Fig. 1: run 1, cells by drive strength
(2 px per um)
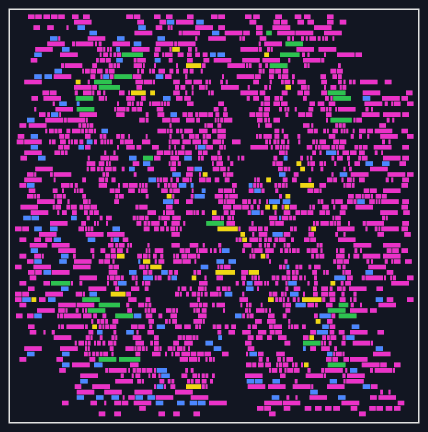
Fig. 2: run 1, wire density map
(2 px per um) 20 x 21 tiles, from black (low) to pale yellow (high), scaled to the fullest tile. Values are wire area over tile area, all layers added.
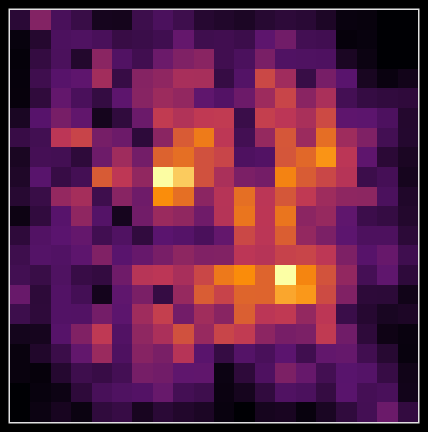
Fig. 3: run 1, signal wires on met3
(2 px per um)
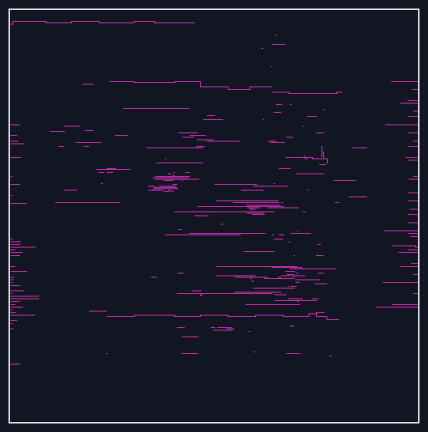
Fig. 4: run 1, clock wiring as the flow saved it
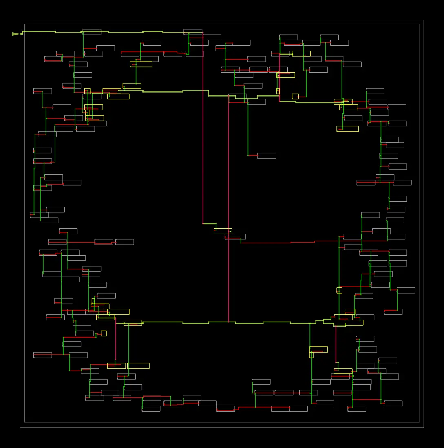
<file path="src/rtl/ldpc_pkg.sv">
// Shared constants for the LDPC min-sum decoder datapath.
// Message/magnitude widths, check-node degree and offset value.
package ldpc_pkg;

  localparam int MSG_W  = 10;
  localparam int MAG_W  = MSG_W - 1;
  localparam int CN_DEG = 7;
  localparam int OFFSET = 1;

  typedef logic [3:0] cnt_t;

endpackage

</file>
<file path="src/rtl/cnu_7_if.sv">
// Message bus of the degree-7 check node unit.
// Carries the phase counter, V2C inputs and C2V outputs.
interface cnu_7_if
  import ldpc_pkg::*;
#(
  parameter int W = MSG_W
) ();

  cnt_t         cnt;
  logic [W-1:0] V2C_1, V2C_2, V2C_3, V2C_4;
  logic [W-1:0] V2C_5, V2C_6, V2C_7;
  logic [W-1:0] C2V_1, C2V_2, C2V_3, C2V_4;
  logic [W-1:0] C2V_5, C2V_6, C2V_7;

  modport master (
    output cnt,
    output V2C_1, V2C_2, V2C_3, V2C_4,
    output V2C_5, V2C_6, V2C_7,
    input  C2V_1, C2V_2, C2V_3, C2V_4,
    input  C2V_5, C2V_6, C2V_7
  );

  modport slave (
    input  cnt,
    input  V2C_1, V2C_2, V2C_3, V2C_4,
    input  V2C_5, V2C_6, V2C_7,
    output C2V_1, C2V_2, C2V_3, C2V_4,
    output C2V_5, C2V_6, C2V_7
  );

endinterface

</file>
<file path="src/rtl/cnu_min2.sv">
// Two-minimum search over seven magnitudes.
// Pairwise compare-merge tree; lower index wins on ties.
module cnu_min2
  import ldpc_pkg::*;
#(
  parameter int MW = MAG_W
) (
  input  logic [MW-1:0] mag [CN_DEG],
  output logic [MW-1:0] min1,
  output logic [MW-1:0] min2,
  output logic [2:0]    idx
);

  localparam int NW = 2 * MW + 3;

  function automatic logic [NW-1:0] leaf(
    input logic [MW-1:0] m,
    input logic [2:0]    i
  );
    return {m, {MW{1'b1}}, i};
  endfunction

  // a always covers lower indices than b
  function automatic logic [NW-1:0] merge(
    input logic [NW-1:0] a,
    input logic [NW-1:0] b
  );
    logic [MW-1:0] a1, a2, b1, b2;
    a1 = a[NW-1 -: MW];
    a2 = a[MW+2 -: MW];
    b1 = b[NW-1 -: MW];
    b2 = b[MW+2 -: MW];
    if (b1 < a1)
      return {b1, (a1 < b2) ? a1 : b2, b[2:0]};
    else
      return {a1, (b1 < a2) ? b1 : a2, a[2:0]};
  endfunction

  logic [NW-1:0] lf [CN_DEG];
  logic [NW-1:0] s1 [3];
  logic [NW-1:0] s2 [2];
  logic [NW-1:0] s3;

  // merge tree: 7 leaves -> 4 -> 2 -> 1
  always_comb begin
    for (int i = 0; i < CN_DEG; i++)
      lf[i] = leaf(mag[i], 3'(i));
    s1[0] = merge(lf[0], lf[1]);
    s1[1] = merge(lf[2], lf[3]);
    s1[2] = merge(lf[4], lf[5]);
    s2[0] = merge(s1[0], s1[1]);
    s2[1] = merge(s1[2], lf[6]);
    s3    = merge(s2[0], s2[1]);
  end

  assign min1 = s3[NW-1 -: MW];
  assign min2 = s3[MW+2 -: MW];
  assign idx  = s3[2:0];

endmodule

</file>
<file path="src/rtl/cnu_7.sv">
// Degree-7 min-sum check node unit, phased by cnt.
// Define CNU_OFFSET_EN for offset min-sum magnitudes.
module cnu_7
  import ldpc_pkg::*;
#(
  parameter int   W        = MSG_W,
  parameter cnt_t LOAD_CNT = 4'd0
) (
  input logic   clk,
  input logic   rst,
  cnu_7_if.slave bus
);

  localparam int MW = W - 1;

  logic [W-1:0]  v2c   [CN_DEG];
  logic [W-1:0]  cap_q [CN_DEG];
  logic [W-1:0]  c2v_q [CN_DEG];
  logic [W-1:0]  c2v_d [CN_DEG];
  logic [MW-1:0] mag   [CN_DEG];
  logic [CN_DEG-1:0] sgn;
  logic          par;
  logic          ph_q;
  logic [MW-1:0] min1, min2;
  logic [2:0]    idx;

  assign v2c[0] = bus.V2C_1;
  assign v2c[1] = bus.V2C_2;
  assign v2c[2] = bus.V2C_3;
  assign v2c[3] = bus.V2C_4;
  assign v2c[4] = bus.V2C_5;
  assign v2c[5] = bus.V2C_6;
  assign v2c[6] = bus.V2C_7;

  assign bus.C2V_1 = c2v_q[0];
  assign bus.C2V_2 = c2v_q[1];
  assign bus.C2V_3 = c2v_q[2];
  assign bus.C2V_4 = c2v_q[3];
  assign bus.C2V_5 = c2v_q[4];
  assign bus.C2V_6 = c2v_q[5];
  assign bus.C2V_7 = c2v_q[6];

  // sign/magnitude split; most negative saturates
  always_comb begin
    logic [W-1:0] neg;
    for (int i = 0; i < CN_DEG; i++) begin
      sgn[i] = cap_q[i][W-1];
      neg    = -cap_q[i];
      if (cap_q[i] == {1'b1, {MW{1'b0}}})
        mag[i] = '1;
      else if (sgn[i])
        mag[i] = neg[MW-1:0];
      else
        mag[i] = cap_q[i][MW-1:0];
    end
    par = ^sgn;
  end

  cnu_min2 #(.MW(MW)) u_min2 (
    .mag  (mag),
    .min1 (min1),
    .min2 (min2),
    .idx  (idx)
  );

  // extrinsic magnitude and sign per output
  always_comb begin
    logic [MW-1:0] om;
    for (int i = 0; i < CN_DEG; i++) begin
      om = (idx == 3'(i)) ? min2 : min1;
`ifdef CNU_OFFSET_EN
      om = (om == '0) ? '0 : om - MW'(OFFSET);
`endif
      c2v_d[i] = (par ^ sgn[i]) ? -{1'b0, om}
                                :  {1'b0, om};
    end
  end

  // capture on LOAD_CNT, update outputs one edge later
  always_ff @(posedge clk or posedge rst) begin
    if (rst) begin
      ph_q <= 1'b0;
      for (int i = 0; i < CN_DEG; i++) begin
        cap_q[i] <= '0;
        c2v_q[i] <= '0;
      end
    end else begin
      ph_q <= (bus.cnt == LOAD_CNT);
      for (int i = 0; i < CN_DEG; i++) begin
        if (bus.cnt == LOAD_CNT) cap_q[i] <= v2c[i];
        if (ph_q) c2v_q[i] <= c2v_d[i];
      end
    end
  end

endmodule

</file>
<file path="src/flat_wrapper.sv">
// flat-port wrapper written by rule: the top's interface ports become plain ports
module cnu_7_flat import ldpc_pkg::*;
#(
  parameter int   W        = MSG_W,
  parameter cnt_t LOAD_CNT = 4'd0
)
  (clk, rst, bus_cnt, bus_V2C_1, bus_V2C_2, bus_V2C_3, bus_V2C_4, bus_V2C_5, bus_V2C_6, bus_V2C_7, bus_C2V_1, bus_C2V_2, bus_C2V_3, bus_C2V_4, bus_C2V_5, bus_C2V_6, bus_C2V_7);
  cnu_7_if #(.W(W)) bus_i ();
  input logic clk;
  input logic rst;
  input wire logic [$bits(bus_i.cnt)-1:0] bus_cnt;
  input wire logic [$bits(bus_i.V2C_1)-1:0] bus_V2C_1;
  input wire logic [$bits(bus_i.V2C_2)-1:0] bus_V2C_2;
  input wire logic [$bits(bus_i.V2C_3)-1:0] bus_V2C_3;
  input wire logic [$bits(bus_i.V2C_4)-1:0] bus_V2C_4;
  input wire logic [$bits(bus_i.V2C_5)-1:0] bus_V2C_5;
  input wire logic [$bits(bus_i.V2C_6)-1:0] bus_V2C_6;
  input wire logic [$bits(bus_i.V2C_7)-1:0] bus_V2C_7;
  output wire logic [$bits(bus_i.C2V_1)-1:0] bus_C2V_1;
  output wire logic [$bits(bus_i.C2V_2)-1:0] bus_C2V_2;
  output wire logic [$bits(bus_i.C2V_3)-1:0] bus_C2V_3;
  output wire logic [$bits(bus_i.C2V_4)-1:0] bus_C2V_4;
  output wire logic [$bits(bus_i.C2V_5)-1:0] bus_C2V_5;
  output wire logic [$bits(bus_i.C2V_6)-1:0] bus_C2V_6;
  output wire logic [$bits(bus_i.C2V_7)-1:0] bus_C2V_7;
  assign bus_i.cnt = bus_cnt;
  assign bus_i.V2C_1 = bus_V2C_1;
  assign bus_i.V2C_2 = bus_V2C_2;
  assign bus_i.V2C_3 = bus_V2C_3;
  assign bus_i.V2C_4 = bus_V2C_4;
  assign bus_i.V2C_5 = bus_V2C_5;
  assign bus_i.V2C_6 = bus_V2C_6;
  assign bus_i.V2C_7 = bus_V2C_7;
  assign bus_C2V_1 = bus_i.C2V_1;
  assign bus_C2V_2 = bus_i.C2V_2;
  assign bus_C2V_3 = bus_i.C2V_3;
  assign bus_C2V_4 = bus_i.C2V_4;
  assign bus_C2V_5 = bus_i.C2V_5;
  assign bus_C2V_6 = bus_i.C2V_6;
  assign bus_C2V_7 = bus_i.C2V_7;
  cnu_7 #(.W(W), .LOAD_CNT(LOAD_CNT)) u_core (.clk(clk), .rst(rst), .bus(bus_i));
endmodule
</file>
<file path="config.mk">
export PLATFORM = sky130hd
export DESIGN_NAME = cnu_7_flat
export DESIGN_NICKNAME = d
export VERILOG_FILES = /design/src/rtl/ldpc_pkg.sv /design/src/rtl/cnu_7_if.sv /design/src/rtl/cnu_min2.sv /design/src/rtl/cnu_7.sv /design/src/flat_wrapper.sv
export SDC_FILE = /design/constraint.sdc
export NUM_CORES = 1
export LEC_CHECK = 0
export CAP_MARGIN = 40
export CORE_AREA = 2 2 202 204
export DETAILED_ROUTE_END_ITERATION = 16
export DIE_AREA = 0 0 204 206
export PLACE_DENSITY_LB_ADDON = 0.08
export SLEW_MARGIN = 10
export SYNTH_ARGS = -nofsm -noshare
export SYNTH_HDL_FRONTEND = slang
export SYNTH_SLANG_ARGS = --single-unit
</file>
<file path="constraint.sdc">
create_clock -name clk -period 13.4 [get_ports clk]
set_clock_uncertainty 0.15 [all_clocks]
set_input_delay 2.01 -clock clk [delete_from_list [all_inputs] [get_ports clk]]
set_output_delay 2.01 -clock clk [all_outputs]
set_load 0.01 [all_outputs]
</file>
==> out/qor.yml, run 1 <==
status: "finished clean"
cp-endpoint: "u_core.bus.C2V_3[6]"
synthesis.nets: 1803
postLayoutCellArea_um2: 16500
rsz0062_at_grt: "no"
core_area_um2: 40200
antenna_found_initial: 0
drcViolationCount: 0
ctsHoldBuffers: 0
warnings: 26
ys_warn_count: 0
r2r_start: "u_core.cap_q[20]"
setup_viol: 0
via_per_inst: 5.62
antenna_cells: 0
layout_top_cell: "clkdlybuf4s50_1"
clk_share: 0.0387
met2_length_mm: 20.2
fillers: 4096
ys_sh_adder: 0.0919
synth.avg_cell_area_um2: 8.46
place_ws_ns: 1.71
synth_cell_types: 104
ys_ff: 141
min_to: "u_core.bus.C2V_5[1]"
root_buffer: "clkbuf_16"
crit_fanout: 23
comb_share: 0.582
buf_share: 0.102
period_used_share: 0.886
cp_num_cells: 37
cpPeakStageDelay_ns: 0.85
critical_path.slowest_cell: "mux2i_1"
drive_gt1_frac: 0.120
well_tap_count: 532
final_net_count: 1929
post_cts_resized: 0
clk_pin_slew_worst_paths_ns: 0.06
num_rows: 74
synth.top_cell.area_share: 0.257
yosys-top-cells-area: "dfrtp_1, ha_1, mux2_2, mux2i_1, a21oi_1"
ys_area_um2: 13700
edf_count: 0
r2r_end: "u_core.bus.C2V_3[6]"
grt_start_max_net_pins: 80
seq_share: 0.214
async_reset_ff_frac: 1.00
met1_usage: 0.305
logic_area_um2: 9600
met1Wirelength_mm: 22.3
path_class: "flip-flop to flip-flop"
die_area_um2: 42000
layout_min_cycle_time_ns: 11.88
max-cap-violations: 0
grt_use_met3: 0.0378
flop_cell: "dfrtp_1"
grt_first_pass_wirelength_mm: 71.6
place.gp.congestion: 0.956
met2_usage: 0.341
post_cts_buffers: 0
met3_length_mm: 2.01
endpoint_kind: "flip-flop"
topCombFamilyByArea: "AND-OR/OR-AND gates"
fp.dieW_um: 204
gr-total-overflow: 0
hold_viol: 0
cts_buffer_depth: 2
logic_gates: 1326
clk_latency_ns: 0.46
start_kind: "flip-flop"
regMostFlops: "u_core.cap_q"
cp.arrival_ns: 12.06
ios: 146
ys_top_cells_by_count: "dfrtp_1, nand2_1, nor2_1, a21oi_1, o21ai_0"
nNonClkBuffers: 171
largest_register_ffs: 70
fmax_mhz: 84.2
setup_ws_ns: 1.52
max_slew.worst_pin.slew_ns: 0.971
fin_util: 0.410
hpwl_mm: 35.9
reg2reg_depth: 37
port_buffers: 145
top_area_cell: "dfrtp_1"
busiest_layer: "met2"
synth_area_um2: 13700
ys_seq_frac: 0.257
placed_cell_area_um2: 15800
whs_path_depth: 1
hold_start: "u_core.bus.C2V_5[1]"
stdcell_count: 2296
ys_sh_aoi: 0.258
slew_headroom: 0.352
ys_sh_xor: 0.0478
dpl.cell_count: 2264
path_delay_family: "AND-OR/OR-AND gates"
first_global_vias: 12400
largest_class: "multi-input combinational cells"
setup_tns_ns: 0
critPathBufInv: 3
whs_ns: 0.328
cts_tree: "built"
n_all_inverters: 95
drt_iter0_markers: 902
synth_cells: 1626
dr.pass1.iters: 7
startpoint: "u_core.cap_q[20]"
highest_layer: "met4"
hp-class: "flip-flop to flip-flop"
final_cell_mix: "clkdlybuf4s50_1, nand2_1, dfrtp_1, nor2_1, a21oi_1"
cts_max_level: 4
ys_sh_mux: 0.133
Back to the opening pictures, Fig. 1:
[x1 and smaller] magenta | cells: 1553 | most used: clkdlybuf4s50_1
[x2] blue | cells: 145 | most used: mux2_2
[x3 and x4] yellow | cells: 39 | most used: buf_4
[x6 and larger] green | cells: 27 | most used: clkbuf_16

Back to the opening pictures, Fig. 2:
nearly empty tiles: 3.3%
mean over tiles: 0.17
emptiest ninth of the die: lower left
overall routing resource usage: 0.218
WL final: 45.6 mm
overall via count from detail_route: 12.9k
DR WL/cell: 19.9 um

Back to the opening pictures, Fig. 3:
longest straight run: 49.9 um
nets with wire on the layer: 174
main direction: horizontal
share of all routed wire: 4.4%

Back to the opening pictures, Fig. 4:
clock buffers: 20
Flops: 141
CTS buffer count: 17
CTS Sinks: 141

==> run 2, diff against run 1 <==
- CORE_AREA: 2 2 202 204 -> 8 8 208 210
- DIE_AREA: 0 0 204 206 -> 0 0 216 218
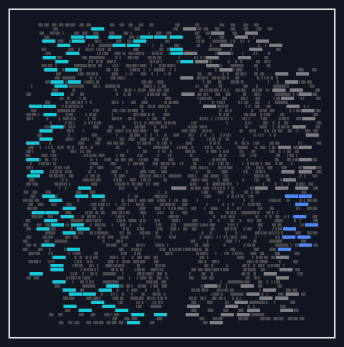
Fig. 5. Sequential cells grouped by signal name (run 2).
(1.5 px per um)
[`u_core.cap_q`] cyan | flops: 70
[`u_core.bus.C2V_5`] blue | flops: 10
not colored: 61

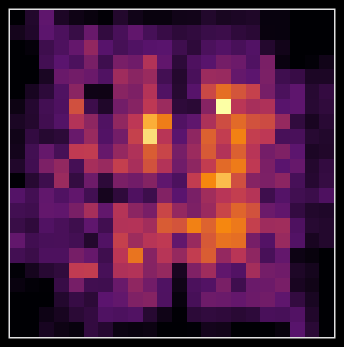
Fig. 6. Wire density map (run 2).
(1.5 px per um) 22 x 22 tiles, from black (low) to pale yellow (high), scaled to the fullest tile. Values are wire area over tile area, all layers added.
overall routing resource usage: 0.196
DR WL/cell: 20.3 um
WL final: 46.7 mm
overall via count from detail_route: 13.0k

==> out/qor.yml, run 2 <==
status: "finished clean"
ctsHoldBuffers: 0
top_area_cell: "dfrtp_1"
critPathBufInv: 2
drcViolationCount: 0
postLayoutCellArea_um2: 16500
setup_viol: 0
rsz0062_at_grt: "no"
hold_viol: 0
r2r_start: "u_core.cap_q[20]"
ys_warn_count: 0
clk_share: 0.0400
met1_usage: 0.268
flop_cell: "dfrtp_1"
fillers: 4151
hp-class: "flip-flop to flip-flop"
die_y_um: 218
min_to: "u_core.bus.C2V_4[5]"
stdcell_count: 2296
edf_count: 0
drive_gt1_frac: 0.120
die_area_um2: 47100
met2_length_mm: 20.9
slew_headroom: 0.360
clkbuf_count: 19
ys_sh_xor: 0.0478
period_used_share: 0.864
cts_sinks: 141
area_growth_pct: 20.0
well_tap_count: 532
ys_ff: 141
warnings: 26
yosys-top-cells-area: "dfrtp_1, ha_1, mux2_2, mux2i_1, a21oi_1"
max-cap-violations: 0
logic_gates: 1326
ios: 146
met1Wirelength_mm: 22.4
hpwl_mm: 37.1
layout_top_cell: "clkdlybuf4s50_1"
setup_ws_ns: 1.82
busiest_layer: "met2"
critPathMostFrequentCell: "ha_1"
ys_area_um2: 13700
synth_cell_types: 104
r2r_end: "u_core.bus.C2V_3[6]"
fp.dieW_um: 216
cp_num_cells: 38
path_class: "flip-flop to flip-flop"
final_net_count: 1929
max_slew.worst_pin.slew_ns: 0.949
cp.required_ns: 13.60
place.gp.congestion: 0.927
antenna_found_initial: 0
cpPeakStageDelay_ns: 0.71
synth.top_cell.area_share: 0.257
fmax_mhz: 86.3
hold_start: "u_core.bus.C2V_4[5]"
synth_cells: 1626
grt_first_pass_wirelength_mm: 73.1
first_global_vias: 12700
num_rows: 74
yosysCellCount: 1626
fin_util: 0.411
grt_use_met3: 0.0325
place_ws_ns: 1.88
met3_length_mm: 2.19
whs_ns: 0.333
grt_start_max_net_pins: 81
ys_sh_adder: 0.0919
r2r_setup_slack_ns: 1.82
post_cts_buffers: 0
seq_share: 0.214
highest_layer: "met4"
core_util_floorplan: 0.342
layout_min_cycle_time_ns: 11.58
antenna_cells: 0
core_area_um2: 40200
drt_iter0_markers: 1044
placed_cell_area_um2: 15800
endpoint_kind: "flip-flop"
antenna_left: 0
cts_buffer_depth: 2
synthesis.nets: 1803
synth.avg_cell_area_um2: 8.46
clk_latency_ns: 0.47
buf_share: 0.102
cts_max_level: 4
dr.pass1.iters: 7
startpoint: "u_core.cap_q[20]"
async_reset_ff_frac: 1.00
met2_usage: 0.305
comb_share: 0.582
post_cts_resized: 0
largest_class: "multi-input combinational cells"
nNonClkBuffers: 171
port_buffers: 145
ys_seq_frac: 0.257
synth_area_um2: 13700
start_kind: "flip-flop"
critical_path.slowest_cell: "nor2_2"
final_cell_mix: "clkdlybuf4s50_1, nand2_1, dfrtp_1, nor2_1, a21oi_1"
cts_tree: "built"
regMostFlops: "u_core.cap_q"
reg2reg_depth: 38
via_per_inst: 5.68
largest_register_ffs: 70
cts_buffers: 17
cp.arrival_ns: 11.79
gr-total-overflow: 0
setup_tns_ns: 0
ys_sh_mux: 0.133
topCombFamilyByArea: "AND-OR/OR-AND gates"
ys_top_cells_by_count: "dfrtp_1, nand2_1, nor2_1, a21oi_1, o21ai_0"
n_all_inverters: 95
crit_fanout: 18
ys_sh_aoi: 0.258
ys_sh_simple: 0.167
seq_cell_count: 141
seq_area_um2: 3530
clk_pin_slew_worst_paths_ns: 0.06
cp-endpoint: "u_core.bus.C2V_3[6]"
root_buffer: "clkbuf_16"
logic_area_um2: 9600
whs_path_depth: 2
dpl.cell_count: 2263
path_delay_family: "AND-OR/OR-AND gates"
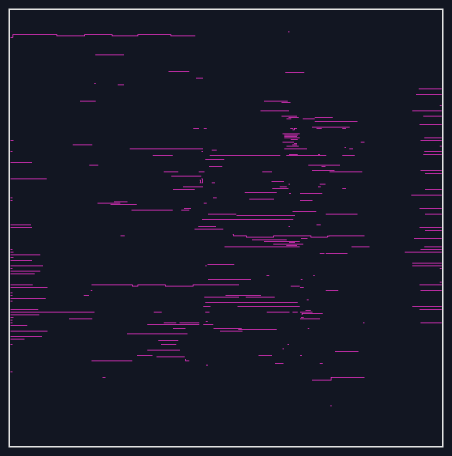
Fig. 7. Signal wires on met3 (run 2).
(2 px per um)
share of all routed wire: 4.7%
wire length on this layer: 2190 um
main direction: horizontal

==> run 3, diff against run 2 <==
- HOLD_SLACK_MARGIN: unset -> 0.06
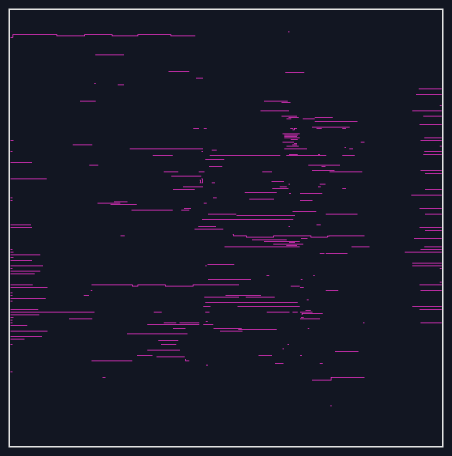
Fig. 8. Signal wires on met3 (run 3).
(2 px per um)
main direction: horizontal
longest straight run: 46.0 um
met3 Use GR: 0.0325

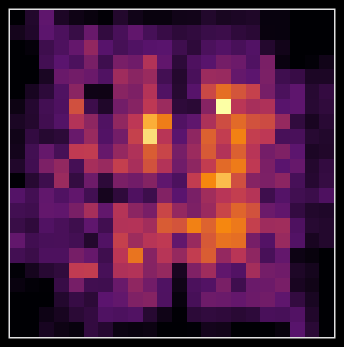
Fig. 9. Wire density map (run 3).
(1.5 px per um) 22 x 22 tiles, from black (low) to pale yellow (high), scaled to the fullest tile. Values are wire area over tile area, all layers added.
densest ninth of the die: center
mean over tiles: 0.16
fullest tile: 0.62

==> out/qor.yml, run 3 <==
antenna_found_initial: 0
well_tap_count: 532
r2r_setup_slack_ns: 1.82
max-cap-violations: 0
crit_fanout: 18
logic_gates: 1326
top_area_cell: "dfrtp_1"
post_cts_resized: 0
fp.dieW_um: 216
root_buffer: "clkbuf_16"
cp_num_cells: 38
via_per_inst: 5.68
dr.pass1.iters: 7
fillers: 4151
met1Wirelength_mm: 22.4
setup_ws_ns: 1.82
ys_sh_aoi: 0.258
ys_sh_adder: 0.0919
clk_share: 0.0400
nNonClkBuffers: 171
gr-total-overflow: 0
synth_cells: 1626
clkbuf_count: 19
edf_count: 0
status: "finished clean"
ctsHoldBuffers: 0
synth_cell_types: 104
cts_buffers: 17
whs_path_depth: 2
met2_length_mm: 20.9
die_y_um: 218
seq_area_um2: 3530
place.gp.congestion: 0.927
cts_buffer_depth: 2
reg2reg_depth: 38
setup_viol: 0
async_reset_ff_frac: 1.00
n_all_inverters: 95
core_area_um2: 40200
start_kind: "flip-flop"
topCombFamilyByArea: "AND-OR/OR-AND gates"
final_net_count: 1929
post_cts_buffers: 0
drcViolationCount: 0
ios: 146
layout_top_cell: "clkdlybuf4s50_1"
place_ws_ns: 1.88
ys_sh_simple: 0.167
whs_ns: 0.333
grt_start_max_net_pins: 81
ys_warn_count: 0
min_to: "u_core.bus.C2V_4[5]"
cp.required_ns: 13.60
wl_per_cell_um: 20.3
warnings: 26
r2r_end: "u_core.bus.C2V_3[6]"
ys_sh_mux: 0.133
highest_layer: "met4"
cts_tree: "built"
seq_share: 0.214
dpl.cell_count: 2263
met3_length_mm: 2.19
startpoint: "u_core.cap_q[20]"
flop_cell: "dfrtp_1"
synthesis.nets: 1803
yosys-top-cells-area: "dfrtp_1, ha_1, mux2_2, mux2i_1, a21oi_1"
stdcell_count: 2296
cts_max_level: 4
area_growth_pct: 20.0
critPathBufInv: 2
drive_gt1_frac: 0.120
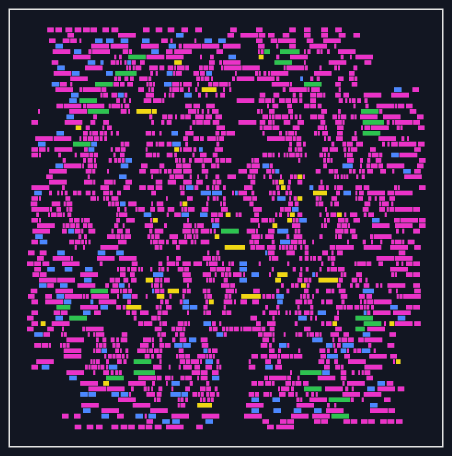
Fig. 10. Cells by drive strength (run 3).
(2 px per um)
[x2] blue | cells: 148 | most used: mux2_2
[x3 and x4] yellow | cells: 37 | most used: buf_4
[x6 and larger] green | cells: 27 | most used: clkbuf_16
[x1 and smaller] magenta | cells: 1552 | most used: clkdlybuf4s50_1

